**config.mk**
```make
export PLATFORM = sky130hd
export DESIGN_NAME = spi_master
export DESIGN_NICKNAME = d
export VERILOG_FILES = /design/src/rtl/spi_master.sv
export SDC_FILE = /design/constraint.sdc
export NUM_CORES = 1
export LEC_CHECK = 0
export ABC_AREA = 1
export CAP_MARGIN = 5
export CORE_MARGIN = 8
export CORE_UTILIZATION = 57
export CTS_CLUSTER_SIZE = 16
export DETAILED_ROUTE_END_ITERATION = 16
export PLACE_DENSITY_LB_ADDON = 0.05
export REMOVE_ABC_BUFFERS = 1
export SLEW_MARGIN = 20
export SYNTH_ARGS = -nofsm -noshare
export SYNTH_HDL_FRONTEND = slang
export SYNTH_SLANG_ARGS = --single-unit
```
**constraint.sdc**
```tcl
create_clock -name clock -period 5 [get_ports clock]
set_input_delay 1 -clock clock [delete_from_list [all_inputs] [get_ports clock]]
set_output_delay 1 -clock clock [all_outputs]
set_load 0.01 [all_outputs]
```
**src/rtl/spi_master.sv**
```systemverilog
// SPI master, mode 0, fixed 32-bit MSB-first transfers.
// A transfer runs SETUP -> (HIGH, LOW) x 31 -> HIGH -> HOLD -> IDLE.
// The cycle that leaves HOLD drives done=1, ss_n=1 and busy=0. A start seen
// in that same cycle is ignored, so back-to-back transfers are spaced by at
// least one idle cycle.
// sclk, ss_n and mosi come straight from flops so they cannot glitch.
//
// Handshake: start is a request that is only looked at while busy=0 and
// done=0. The cycle in which start is taken is the capture cycle for tx_data.
// From the next cycle busy=1 and further starts are dropped, not queued.
// done is a one-cycle completion strobe, and rx_data is valid with it.
// rx_data then holds its value until the next done.
module spi_master #(
  parameter int CLK_DIV  = 4,  // clock cycles per sclk half-period (4..255)
  parameter int CS_SETUP = 4,  // ss_n low to first sclk rise (1..255)
  parameter int CS_HOLD  = 4   // last sclk fall to ss_n rise (1..255)
) (
  input  logic        clock,
  input  logic        reset,
  input  logic        start,
  input  logic [31:0] tx_data,
  output logic        busy,
  output logic        done,
  output logic [31:0] rx_data,
  output logic        sclk,
  output logic        mosi,
  output logic        ss_n,
  input  logic        miso,
  output logic [2:0]  state      // FSM state, exposed for debug/checkers
);

  localparam logic [2:0] ST_IDLE  = 3'd0;
  localparam logic [2:0] ST_SETUP = 3'd1;
  localparam logic [2:0] ST_HIGH  = 3'd2;
  localparam logic [2:0] ST_LOW   = 3'd3;
  localparam logic [2:0] ST_HOLD  = 3'd4;

  // Terminal values for the phase counter in each timed state.
  localparam logic [7:0] SETUP_LAST = 8'(CS_SETUP - 1);
  localparam logic [7:0] DIV_LAST   = 8'(CLK_DIV - 1);
  localparam logic [7:0] HOLD_LAST  = 8'(CS_HOLD - 1);

  logic [7:0]  phase_cnt;
  logic [4:0]  bit_cnt;
  logic [7:0]  phase_limit;
  logic        phase_end;
  logic        accept;
  logic        last_bit;
  logic [31:0] tx_shift;
  logic [31:0] rx_shift;
  logic        miso_meta;
  logic        miso_sync;

  // Select how many cycles the current state lasts.
  always_comb begin
    phase_limit = 8'd0;
    case (state)
      ST_SETUP: phase_limit = SETUP_LAST;
      ST_HIGH:  phase_limit = DIV_LAST;
      ST_LOW:   phase_limit = DIV_LAST;
      ST_HOLD:  phase_limit = HOLD_LAST;
      default:  phase_limit = 8'd0;
    endcase
  end

  assign phase_end = (phase_cnt == phase_limit);
  assign last_bit  = (bit_cnt == 5'd31);
  // A start is not taken in the done cycle, although the FSM is already IDLE.
  assign accept    = (state == ST_IDLE) && start && !done;

  // Phase counter: counts cycles within SETUP/HIGH/LOW/HOLD and restarts at
  // every state change. It never exceeds phase_limit, so it cannot wrap.
  always_ff @(posedge clock) begin
    if (reset) begin
      phase_cnt <= 8'd0;
    end else if (state == ST_IDLE || phase_end) begin
      phase_cnt <= 8'd0;
    end else begin
      phase_cnt <= phase_cnt + 8'd1;
    end
  end

  // Bit counter: index of the bit being clocked. It advances at the end of
  // each LOW phase and tops out at 31, because bit 31 has no LOW phase.
  always_ff @(posedge clock) begin
    if (reset) begin
      bit_cnt <= 5'd0;
    end else if (state == ST_IDLE) begin
      bit_cnt <= 5'd0;
    end else if (state == ST_LOW && phase_end) begin
      bit_cnt <= bit_cnt + 5'd1;
    end
  end

  // State register and next-state sequencing.
  always_ff @(posedge clock) begin
    if (reset) begin
      state <= ST_IDLE;
    end else begin
      case (state)
        ST_IDLE:  if (accept)    state <= ST_SETUP;
        ST_SETUP: if (phase_end) state <= ST_HIGH;
        ST_HIGH:  if (phase_end) state <= last_bit ? ST_HOLD : ST_LOW;
        ST_LOW:   if (phase_end) state <= ST_HIGH;
        ST_HOLD:  if (phase_end) state <= ST_IDLE;
        default:  state <= ST_IDLE;
      endcase
    end
  end

  // Registered pin outputs and status flags.
  // They change together with the state that defines them.
  always_ff @(posedge clock) begin
    if (reset) begin
      sclk <= 1'b0;
      ss_n <= 1'b1;
      busy <= 1'b0;
      done <= 1'b0;
    end else begin
      done <= 1'b0;
      case (state)
        ST_IDLE: begin
          if (accept) begin
            ss_n <= 1'b0;
            busy <= 1'b1;
          end
        end
        ST_SETUP: begin
          if (phase_end) sclk <= 1'b1;
        end
        ST_HIGH: begin
          if (phase_end) sclk <= 1'b0;
        end
        ST_LOW: begin
          if (phase_end) sclk <= 1'b1;
        end
        ST_HOLD: begin
          if (phase_end) begin
            ss_n <= 1'b1;
            busy <= 1'b0;
            done <= 1'b1;
          end
        end
        default: begin
          sclk <= 1'b0;
          ss_n <= 1'b1;
          busy <= 1'b0;
        end
      endcase
    end
  end

  // Transmit path. The word is captured on acceptance and mosi starts at bit 31.
  // Each HIGH phase except the last ends by moving mosi to the next bit, so
  // mosi only changes on the first LOW cycle. The last value is held through
  // HOLD and cleared when the FSM returns to idle.
  always_ff @(posedge clock) begin
    if (reset) begin
      tx_shift <= 32'd0;
      mosi     <= 1'b0;
    end else begin
      case (state)
        ST_IDLE: begin
          if (accept) begin
            tx_shift <= tx_data;
            mosi     <= tx_data[31];
          end
        end
        ST_HIGH: begin
          if (phase_end && !last_bit) begin
            mosi     <= tx_shift[30];
            tx_shift <= {tx_shift[30:0], 1'b0};
          end
        end
        ST_HOLD: begin
          if (phase_end) mosi <= 1'b0;
        end
        default: begin
          mosi <= mosi;
        end
      endcase
    end
  end

  // Two-flop synchronizer for the asynchronous miso pin.
  always_ff @(posedge clock) begin
    if (reset) begin
      miso_meta <= 1'b0;
      miso_sync <= 1'b0;
    end else begin
      miso_meta <= miso;
      miso_sync <= miso_meta;
    end
  end

  // Receive path. A bit is sampled on the last cycle of every HIGH phase.
  // The slave had the whole preceding LOW phase to settle, plus the
  // synchronizer delay.
  always_ff @(posedge clock) begin
    if (reset) begin
      rx_shift <= 32'd0;
    end else if (state == ST_HIGH && phase_end) begin
      rx_shift <= {rx_shift[30:0], miso_sync};
    end
  end

  // Received word is published in the done cycle and held until the next one.
  always_ff @(posedge clock) begin
    if (reset) begin
      rx_data <= 32'd0;
    end else if (state == ST_HOLD && phase_end) begin
      rx_data <= rx_shift;
    end
  end

endmodule
```
==> images/ff_map.png <==
(4 px per um) Other sequential cells in the stronger grey, the rest of the logic in the fainter grey.
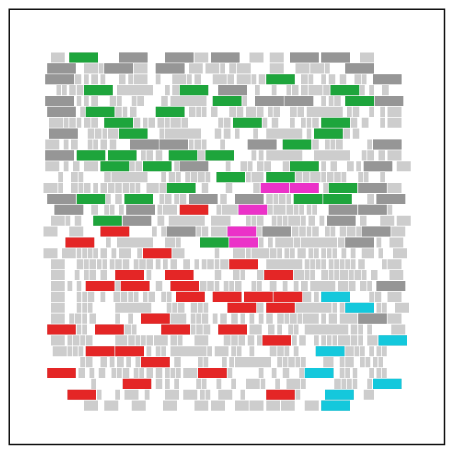
rx_shift -> green  # placed flops 32
phase_cnt -> cyan  # placed flops 8, where bottom right
tx_shift -> red  # placed flops 31
bit_cnt -> magenta  # placed flops 5, where middle
Core Util, Final: 0.739
register area: 2360 um^2

==> out/qor.csv <==
metric,value,unit
Clock transition at path regs,0.06,ns
Placed Area,5540,um^2
DRC viols,0,
Worst Skew,0.00628,ns
total power,3.27,mW
Reg power frac,0.372,
adder share,0.00771,
Comb gates,466,
Worst Setup SP,bit_cnt[0]$_SDFFE_PP0P_,
Setup CP Type,reg -> reg,
register share of the cell area,0.387,
Synth flops,118,
largest net degree at the start of global routing,67,
CP max stage cell,nand2_1,
CTS buffer count,17,
total power divided by cell area,535,nW/um^2
Yosys top cell by area,dfxtp_1,
clock group power,1.15,mW
Bufs and invs on worst path,0,
cts hold-fix bufs,0,
Worst Setup Start Kind,register,
Logic pwr share,0.277,
final worst slack,1.93,ns
ratio of final minimum period to clock period,0.614,
top cell type's share of synthesized area,0.485,
num sequential,118,
post-route ant nets,0,
Hold WS,0.405,ns
Cell area leaders,"dfxtp_1 (49%), nand2_1 (13%), a21oi_1 (11%)",
antenna violations before repair,0,
Layout Nets,772,
core box area,8260,um^2
yosys warns,0,
WL met3,625,um
critical-path cell list,ha_1 -> nand2_1 -> nor2_1 -> ha_1 -> nor2_1 -> nand4_1 -> nand2_1 -> nand2_2 -> nand2_1 -> a21oi_1,
Worst VDD drop,0.374,mV
post-synthesis instance total,675,
status,"complete, no violations",
number of enable flip-flop cells,0,
fraction of area in clock buffers and inverters,0.0920,
Avg Inst Size Synth,7.21,um^2
Placed Cells,819,
number of cells on the critical path,10,
Final setup viols,0,
Clk Tree Root Cell,clkbuf_8,
met1 WL,4890,um
# IOs,76,
met2 GRT Util,0.326,
post-cts sizing count,0,
Well Taps,105,
Period minus WS final,3.07,ns
# diodes,0,
Comb gate area,2080,um^2
dpl hpwl,6970,um
buffering overhead,0.126,
Synth cell types,27,
CTS tree,yes,
global-route wire length before repair,18900,um
Area growth syn-to-layout,25.4,%
die area,11800,um^2
Top logic family,simple AND/OR/NAND/NOR gates,
logic share of the area,0.341,
Pre-Repair DR Iteration Count,4,
CP peak stage delay,0.80,ns
Synth mux share,0,
"count leader, synth",nand2_1,
Final Wtd Congestion,0.839,
Max-slew headroom,0.294,
WL met2,5600,um
r2r setup slk,1.93,ns
hold crit path type,reg -> reg,
==> images/layers.png <==
(4 px per um)
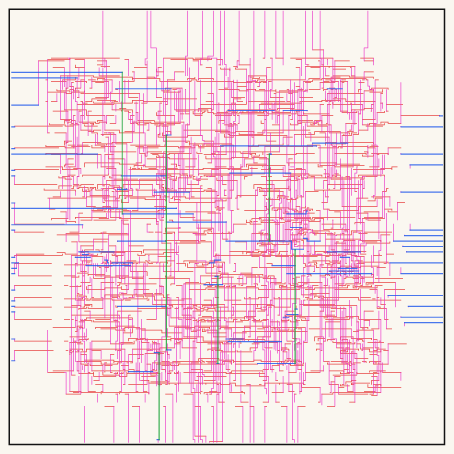
M2 -> magenta  # wire length 5600 um
M3 -> blue  # wire length 625 um
M1 -> red  # wire length 4890 um
M4 -> green  # wire length 183 um
gr usage total: 0.198
DRT Wirelength: 11300 um
WL per Instance: 13.3 um
Vias: 4489

Power is estimated from default activity; no workload was simulated.
